## src/rtl/uu_acmac_tx_mem_reader.sv

```systemverilog
// uu_acmac_tx_mem_reader
// Reads a frame out of the ACMAC TX frame buffer (8-bit wide, 1-cycle synchronous
// read) and streams it to the PHY-side byte interface under valid/ready flow control.
// A small prefetch FIFO covers the read latency. The output register is loaded
// straight from mem_rdata when the FIFO is empty, so a frame runs at one byte per cycle.
//
// Optional feature: define ACMAC_TX_FCS_EN to append a 4-byte CRC-32 (reflected
// 04C11DB7, init FFFFFFFF, final invert) after the payload, LS byte first.
//
// Ports
//   clk, rst                 clock, asynchronous active-high reset
//   start/base_addr/frame_len  frame command (sampled only while idle)
//   abort                    cancel the frame in progress
//   mem_en/mem_wen/mem_addr  buffer read port (mem_wen tied low)
//   mem_rdata                buffer read data, valid the cycle after mem_en
//   out_valid/out_ready      byte stream handshake
//   out_data/out_last        byte and end-of-frame marker
//   busy, done, aborted      frame status (done/aborted are 1-cycle pulses)
module uu_acmac_tx_mem_reader #(
  parameter int ADDR_W     = 8,
  parameter int MEM_DEPTH  = 208,
  parameter int LEN_W      = 8,
  parameter int FIFO_DEPTH = 4
) (
  input  logic              clk,
  input  logic              rst,
  input  logic              start,
  input  logic [ADDR_W-1:0] base_addr,
  input  logic [LEN_W-1:0]  frame_len,
  input  logic              abort,
  output logic              mem_en,
  output logic              mem_wen,
  output logic [ADDR_W-1:0] mem_addr,
  input  logic [7:0]        mem_rdata,
  output logic              out_valid,
  input  logic              out_ready,
  output logic [7:0]        out_data,
  output logic              out_last,
  output logic              busy,
  output logic              done,
  output logic              aborted
);
  // state  | meaning
  // IDLE   | waiting for start
  // READ   | issuing buffer reads
  // DRAIN  | all reads issued, emptying FIFO / output register
  // FCS    | sending the 4 CRC bytes (ACMAC_TX_FCS_EN only)
  localparam logic [1:0] S_IDLE  = 2'd0;
  localparam logic [1:0] S_READ  = 2'd1;
  localparam logic [1:0] S_DRAIN = 2'd2;
`ifdef ACMAC_TX_FCS_EN
  localparam logic [1:0] S_FCS   = 2'd3;
`endif

  localparam int PW = (FIFO_DEPTH > 1) ? $clog2(FIFO_DEPTH) : 1;
  localparam int CW = $clog2(FIFO_DEPTH + 1);
  localparam logic [CW:0]       DEPTH_C   = (CW+1)'(FIFO_DEPTH);
  localparam logic [ADDR_W-1:0] ADDR_LAST = ADDR_W'(MEM_DEPTH - 1);
  localparam logic [LEN_W-1:0]  LEN_MAX   = LEN_W'(MEM_DEPTH);

  logic [1:0]       state;
  logic [LEN_W-1:0] rd_left;
  logic [LEN_W-1:0] emit_left;
  logic             inflight;
  logic [7:0]       fifo_mem [FIFO_DEPTH];
  logic [PW-1:0]    wptr, rptr;
  logic [CW-1:0]    fcnt;

  logic [CW:0]      occ;
  logic [LEN_W-1:0] len_eff;
  logic             hs, slot_free, fifo_pop, fifo_push, bypass, pay_last;

  function automatic logic [PW-1:0] ptr_inc(input logic [PW-1:0] p);
    return (p == PW'(FIFO_DEPTH - 1)) ? '0 : p + PW'(1);
  endfunction

`ifdef ACMAC_TX_FCS_EN
  logic [31:0] crc;
  logic [31:0] crc_fin;
  logic [23:0] fcs_sr;
  logic [1:0]  fcs_idx;

  function automatic logic [31:0] crc_byte(input logic [31:0] c, input logic [7:0] d);
    logic [31:0] r;
    r = c ^ {24'h0, d};
    for (int i = 0; i < 8; i++) r = r[0] ? ((r >> 1) ^ 32'hEDB88320) : (r >> 1);
    return r;
  endfunction

  assign crc_fin  = ~crc_byte(crc, out_data);
  assign out_last = out_valid && (state == S_FCS) && (fcs_idx == 2'd3);
`else
  assign out_last = out_valid && (state == S_DRAIN) && (emit_left == LEN_W'(1));
`endif

  assign mem_wen = 1'b0;
  assign busy    = (state != S_IDLE);

  always_comb begin
    len_eff   = (int'(frame_len) > MEM_DEPTH) ? LEN_MAX : frame_len;
    occ       = {1'b0, fcnt} + (CW+1)'(inflight);
    mem_en    = (state == S_READ) && (occ < DEPTH_C);
    hs        = out_valid && out_ready;
    slot_free = !out_valid || out_ready;
    fifo_pop  = slot_free && (fcnt != '0);
    // Skip the FIFO when it is empty and the output register can take the byte.
    bypass    = slot_free && (fcnt == '0) && inflight;
    fifo_push = inflight && !bypass;
    pay_last  = hs && (state == S_DRAIN) && (emit_left == LEN_W'(1));
  end

  always_ff @(posedge clk) begin
    if (fifo_push) fifo_mem[wptr] <= mem_rdata;
  end

  always_ff @(posedge clk or posedge rst) begin
    if (rst) begin
      state     <= S_IDLE;
      rd_left   <= '0;
      emit_left <= '0;
      inflight  <= 1'b0;
      wptr      <= '0;
      rptr      <= '0;
      fcnt      <= '0;
      mem_addr  <= '0;
      out_valid <= 1'b0;
      out_data  <= '0;
      done      <= 1'b0;
      aborted   <= 1'b0;
`ifdef ACMAC_TX_FCS_EN
      crc       <= '1;
      fcs_sr    <= '0;
      fcs_idx   <= '0;
`endif
    end else begin
      done    <= 1'b0;
      aborted <= 1'b0;
      if (abort && state != S_IDLE) begin
        // Flush everything, including the read returning this cycle.
        state     <= S_IDLE;
        inflight  <= 1'b0;
        wptr      <= '0;
        rptr      <= '0;
        fcnt      <= '0;
        out_valid <= 1'b0;
        aborted   <= 1'b1;
      end else begin
        inflight <= mem_en;
        if (mem_en) begin
          mem_addr <= (mem_addr == ADDR_LAST) ? '0 : mem_addr + ADDR_W'(1);
          rd_left  <= rd_left - LEN_W'(1);
          if (rd_left == LEN_W'(1)) state <= S_DRAIN;
        end
        if (fifo_push) wptr <= ptr_inc(wptr);
        if (fifo_pop)  rptr <= ptr_inc(rptr);
        fcnt <= fcnt + CW'(fifo_push) - CW'(fifo_pop);
        if (slot_free) begin
          if (fifo_pop) begin
            out_valid <= 1'b1;
            out_data  <= fifo_mem[rptr];
          end else if (bypass) begin
            out_valid <= 1'b1;
            out_data  <= mem_rdata;
          end else begin
            out_valid <= 1'b0;
          end
        end
        if (hs && (state == S_READ || state == S_DRAIN)) begin
          emit_left <= emit_left - LEN_W'(1);
`ifdef ACMAC_TX_FCS_EN
          crc <= crc_byte(crc, out_data);
`endif
        end
        if (pay_last) begin
`ifdef ACMAC_TX_FCS_EN
          // First FCS byte goes out right behind the last payload byte.
          state     <= S_FCS;
          out_valid <= 1'b1;
          out_data  <= crc_fin[7:0];
          fcs_sr    <= crc_fin[31:8];
          fcs_idx   <= 2'd0;
`else
          state <= S_IDLE;
          done  <= 1'b1;
`endif
        end
`ifdef ACMAC_TX_FCS_EN
        if (state == S_FCS && hs) begin
          if (fcs_idx == 2'd3) begin
            state     <= S_IDLE;
            out_valid <= 1'b0;
            done      <= 1'b1;
          end else begin
            out_valid <= 1'b1;
            out_data  <= fcs_sr[7:0];
            fcs_sr    <= {8'h00, fcs_sr[23:8]};
            fcs_idx   <= fcs_idx + 2'd1;
          end
        end
`endif
        if (state == S_IDLE && start) begin
          if (len_eff == '0) begin
            done <= 1'b1;
          end else begin
            state     <= S_READ;
            mem_addr  <= base_addr;
            rd_left   <= len_eff;
            emit_left <= len_eff;
`ifdef ACMAC_TX_FCS_EN
            crc       <= '1;
`endif
          end
        end
      end
    end
  end
endmodule

```

## config.mk

```make
export PLATFORM = sky130hd
export DESIGN_NAME = uu_acmac_tx_mem_reader
export DESIGN_NICKNAME = d
export VERILOG_FILES = /design/src/rtl/uu_acmac_tx_mem_reader.sv
export SDC_FILE = /design/constraint.sdc
export NUM_CORES = 1
export LEC_CHECK = 0
export ABC_AREA = 1
export CAP_MARGIN = 20
export CORE_MARGIN = 2
export CORE_UTILIZATION = 30
export CTS_CLUSTER_DIAMETER = 30
export CTS_CLUSTER_SIZE = 16
export DETAILED_ROUTE_END_ITERATION = 7
export HOLD_SLACK_MARGIN = 0.05
export PLACE_DENSITY_LB_ADDON = 0.3
export SETUP_SLACK_MARGIN = 0.02
export SLEW_MARGIN = 20
export SYNTH_ARGS = -nofsm -noshare
export SYNTH_HDL_FRONTEND = slang
export SYNTH_SLANG_ARGS = --single-unit
```

## constraint.sdc

```tcl
create_clock -name clk -period 2.3 [get_ports clk]
set_clock_uncertainty 0.05 [all_clocks]
set_input_delay 0.23 -clock clk [delete_from_list [all_inputs] [get_ports clk]]
set_output_delay 0.23 -clock clk [all_outputs]
set_load 0.01 [all_outputs]
```

==> run_1/final_placement.png <==
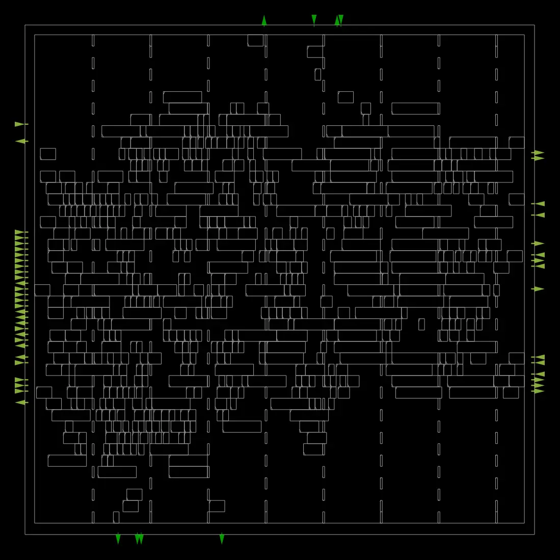
utilization after layout: 38.3%
core area: 0.0137 mm^2
Non-Filler Instances: 752
Layout fillers: 1408

==> run_1/clock_map.png <==
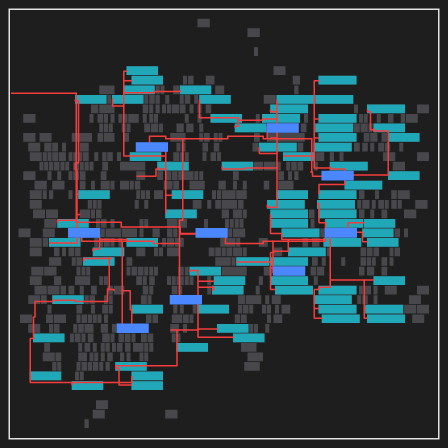
[flip-flops] cyan | count: 77
[clock wires] red | length: 1050 um
[cells driving clock nets] blue | count: 9
routed clock nets	10

==> results.sh, run 1 <==
# flow metrics
export IMPL_ys_area_mm2=0.00418
export IMPL_io_buffers=50
export IMPL_syn_cell_area_mm2=0.00418
export IMPL_drt_met1_wl_um=4720
export IMPL_cts_hold_buf=0
export IMPL_r2r_slack_ps=260
export IMPL_initCoreUtil_pct=30.5
export IMPL_die_area_mm2=0.0149
export IMPL_period_used_pct=94.9
export IMPL_rsz0062_at_grt="false"
export IMPL_regMostFlops="fifo_mem"
export IMPL_cp_common_cell="and3_1"
export IMPL_critPathSlowestCell="clkdlybuf4s50_1"
export IMPL_p_clk_share_pct=20.8
export IMPL_synthDistinctLibCells=35
export IMPL_irDropWorstVdd_v=0.000461
export IMPL_cts_tree="built"
export IMPL_xor_area_share_pct=0.838
export IMPL_p_int_mw=4.03
export IMPL_maxCapViolCount=0
export IMPL_netlist_logic_family_top="simple AND/OR/NAND/NOR gates"
export IMPL_final_max_slew_viol_count=0
export IMPL_grt_use_met1_pct=18.9
export IMPL_powerDensity_mw_per_mm2=1310
export IMPL_area_growth_pct=25.7
export IMPL_p_clk_mw=1.43
export IMPL_status="finished, final reports clean"
export IMPL_crit_type="reg -> out"
export IMPL_dr_first_iter_drc_count=244
export IMPL_num_nonclk_inverters=63
export IMPL_vias_per_cell=4.76
export IMPL_critical_path_buf_inv_count=2
export IMPL_via_count=3580
export IMPL_power_leader="combinational cells"
export IMPL_topCellsByArea="dfrtp_1 27%, edfxtp_1 23%, nand2_1 9.2%, nor2_1 5.9%, inv_1 5.5%"
export IMPL_slew_headroom_pct=56.5
export IMPL_clkSinkCount=77
export IMPL_netlist_instances=504
export IMPL_placed_cells=736
export IMPL_wl_met2_um=5040
export IMPL_postCtsResizedCells=0
export IMPL_largest_reg_flops=32
export IMPL_power_sequential_total_mw=2.30
export IMPL_cp_startpoint="emit_left[1]"
export IMPL_finalHoldViolations=0
export IMPL_cp_arrival_ps=1900
export IMPL_mostFrequentLayoutCells="102 x nand2_1, 66 x nor2_1, 60 x inv_1"
export IMPL_antenna_left=0
export IMPL_pwr_share_seq_pct=33.3
export IMPL_remaining_drc_errors=0
export IMPL_worstPathCellList="inv_1, ha_1, and3_1, and3_1, clkdlybuf4s50_1"
export IMPL_crit_cells=5
export IMPL_n_clock_buffer=10
export IMPL_aoi_share_pct=12.3
export IMPL_max_freq_ghz=0.458
export IMPL_clockBufferDepth=2
export IMPL_flops=77
export IMPL_yosys_cells=504
export IMPL_drive_gt1_share_pct=7.87
export IMPL_die_w_um=122
export IMPL_simple_gate_area_share_pct=23.6
export IMPL_gr_usage_met3_pct=4.68
export IMPL_ff_type="dfrtp_1"
export IMPL_crit_path_start_kind="flop"
export IMPL_p_sw_mw=2.87
export IMPL_p_sw_share_pct=41.6
export IMPL_grt_busiest_layer="met2"
export IMPL_clk_share_pct=5.69
export IMPL_pre_cts_ws_ps=-25.1
export IMPL_clk_insertion_delay_late_ps=340
export IMPL_grt_remaining_overflow=0
export IMPL_use_met2_pct=25.7
export IMPL_comb_area_share_pct=33.4
export IMPL_top_cell="nand2_1"
export IMPL_warnings=33
export IMPL_async_flop_share_pct=58.4
export IMPL_setup_violations_final=0
export IMPL_synthTopCellsByCount="102 x nand2_1, 66 x nor2_1, 61 x inv_1"
export IMPL_yosysWarnings=0
export IMPL_avgSynthCellArea_um2=8.29
export IMPL_reg2regPathDepth=12
export IMPL_cpLargestDelayFamily="buffers and inverters"
export IMPL_slowest_delay_ps=540
export IMPL_grt_pass1_wl_um=17400
export IMPL_postCtsSetupBuffers=0
export IMPL_placed_cell_area_mm2=0.00495
export IMPL_num_nets_final=613
export IMPL_antenna_found_initial=0
==> run_1/wire_density.png <==
The die is cut into 24 by 24 equal tiles; dark blue is low, red is high, scaled to the fullest tile. Values are wire area over tile area, all layers added.
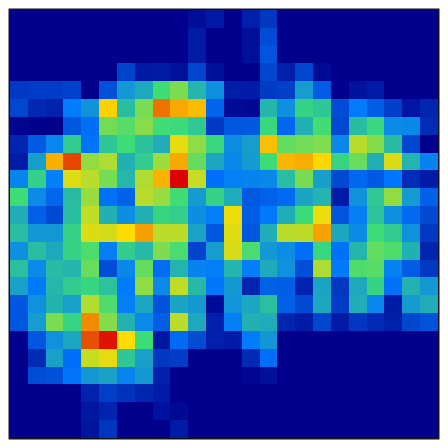
mean over tiles	0.11
fullest tile	0.47
nearly empty tiles	32%
final WL: 10400 um
Overall Global Routing Usage: 15.2%

==> run_1/registers.png <==
Scale bar: 20 um.
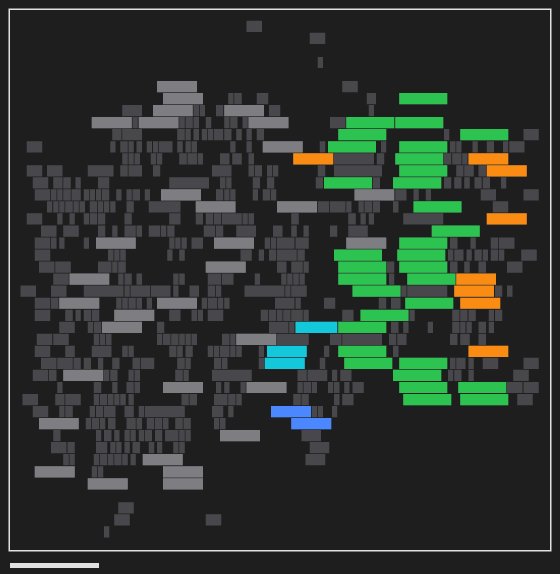

--- run 2 (diff from run 1) ---
ABC_AREA = default   (was 1)
==> run_2/registers.png <==
Scale bar: 20 um.
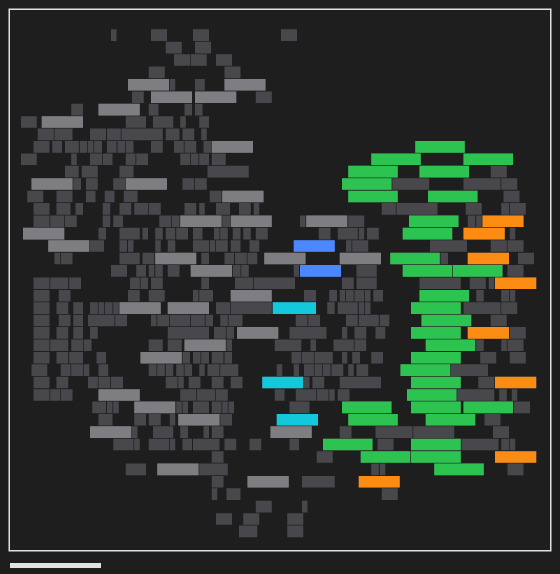
netlist name	color	flops
wptr	blue	2
fcnt	cyan	3
fifo_mem	green	32
out_data	orange	8

==> run_2/clock_map.png <==
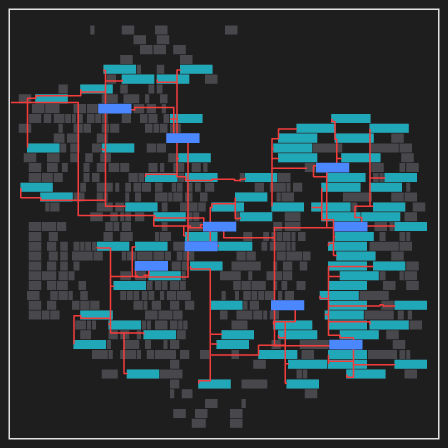
[cells driving clock nets] blue | count: 9
[clock wires] red | length: 989 um
[flip-flops] cyan | count: 77
routed clock nets	10

==> run_2/drive_strength.png <==
Scale bar: 20 um.
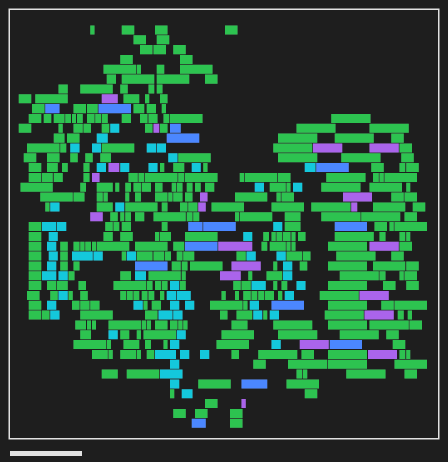
size	color	cells	share
drive 2	purple	20	4.5%
drive 1 or less	green	351	79%
drive 6 and up	blue	14	3.1%
drive 3 to 4	cyan	62	14%

==> results.sh, run 2 <==
# flow metrics
export IMPL_crit_type="reg -> reg"
export IMPL_post_route_util_pct=41.8
export IMPL_placed_cell_area_mm2=0.00489
export IMPL_placed_cells=594
export IMPL_largest_reg_flops=32
export IMPL_slew_headroom_pct=63.9
export IMPL_powerDensity_mw_per_mm2=1300
export IMPL_io_buffers=50
export IMPL_topCellsByArea="dfrtp_1 29%, edfxtp_1 24%, ha_1 5.1%, mux4_2 4.6%, mux2i_1 2.8%"
export IMPL_cts_tree="built"
export IMPL_cts_hold_buf=0
export IMPL_remaining_drc_errors=0
export IMPL_netlist_instances=348
export IMPL_grt_remaining_overflow=0
export IMPL_clockBufferDepth=2
export IMPL_p_clk_mw=1.34
export IMPL_postCtsSetupBuffers=11
export IMPL_grt_pass1_wl_um=15900
export IMPL_critPathSlowestCell="fa_2"
export IMPL_warnings=35
export IMPL_mostFrequentLayoutCells="48 x clkdlybuf4s50_1, 48 x buf_4, 44 x dfrtp_1"
export IMPL_slowest_delay_ps=510
export IMPL_crit_cells=9
export IMPL_fin_cells=619
export IMPL_n_fill_cell=1264
export IMPL_gr_usage_met3_pct=3.47
export IMPL_num_nonclk_inverters=19
export IMPL_finalHoldViolations=0
export IMPL_yosys_cells=348
export IMPL_status="finished, final reports clean"
export IMPL_die_w_um=118
export IMPL_initCoreUtil_pct=30.9
export IMPL_syn_cell_area_mm2=0.00393
export IMPL_crit_path_start_kind="flop"
export IMPL_pre_cts_ws_ps=-85.4
export IMPL_grt_use_met1_pct=17.3
export IMPL_top_cell="dfrtp_1"
export IMPL_xor_area_share_pct=0.223
export IMPL_irDropWorstVdd_v=0.000698
export IMPL_period_used_pct=99.4
export IMPL_cp_common_cell="inv_1"
export IMPL_drt_met1_wl_um=4240
export IMPL_drive_gt1_share_pct=21.5
export IMPL_antenna_found_initial=0
export IMPL_yosysWarnings=0
export IMPL_clkSinkCount=77
export IMPL_via_count=3185
export IMPL_area_growth_pct=35.3
export IMPL_max_freq_ghz=0.437
export IMPL_n_clock_buffer=9
export IMPL_flops=77
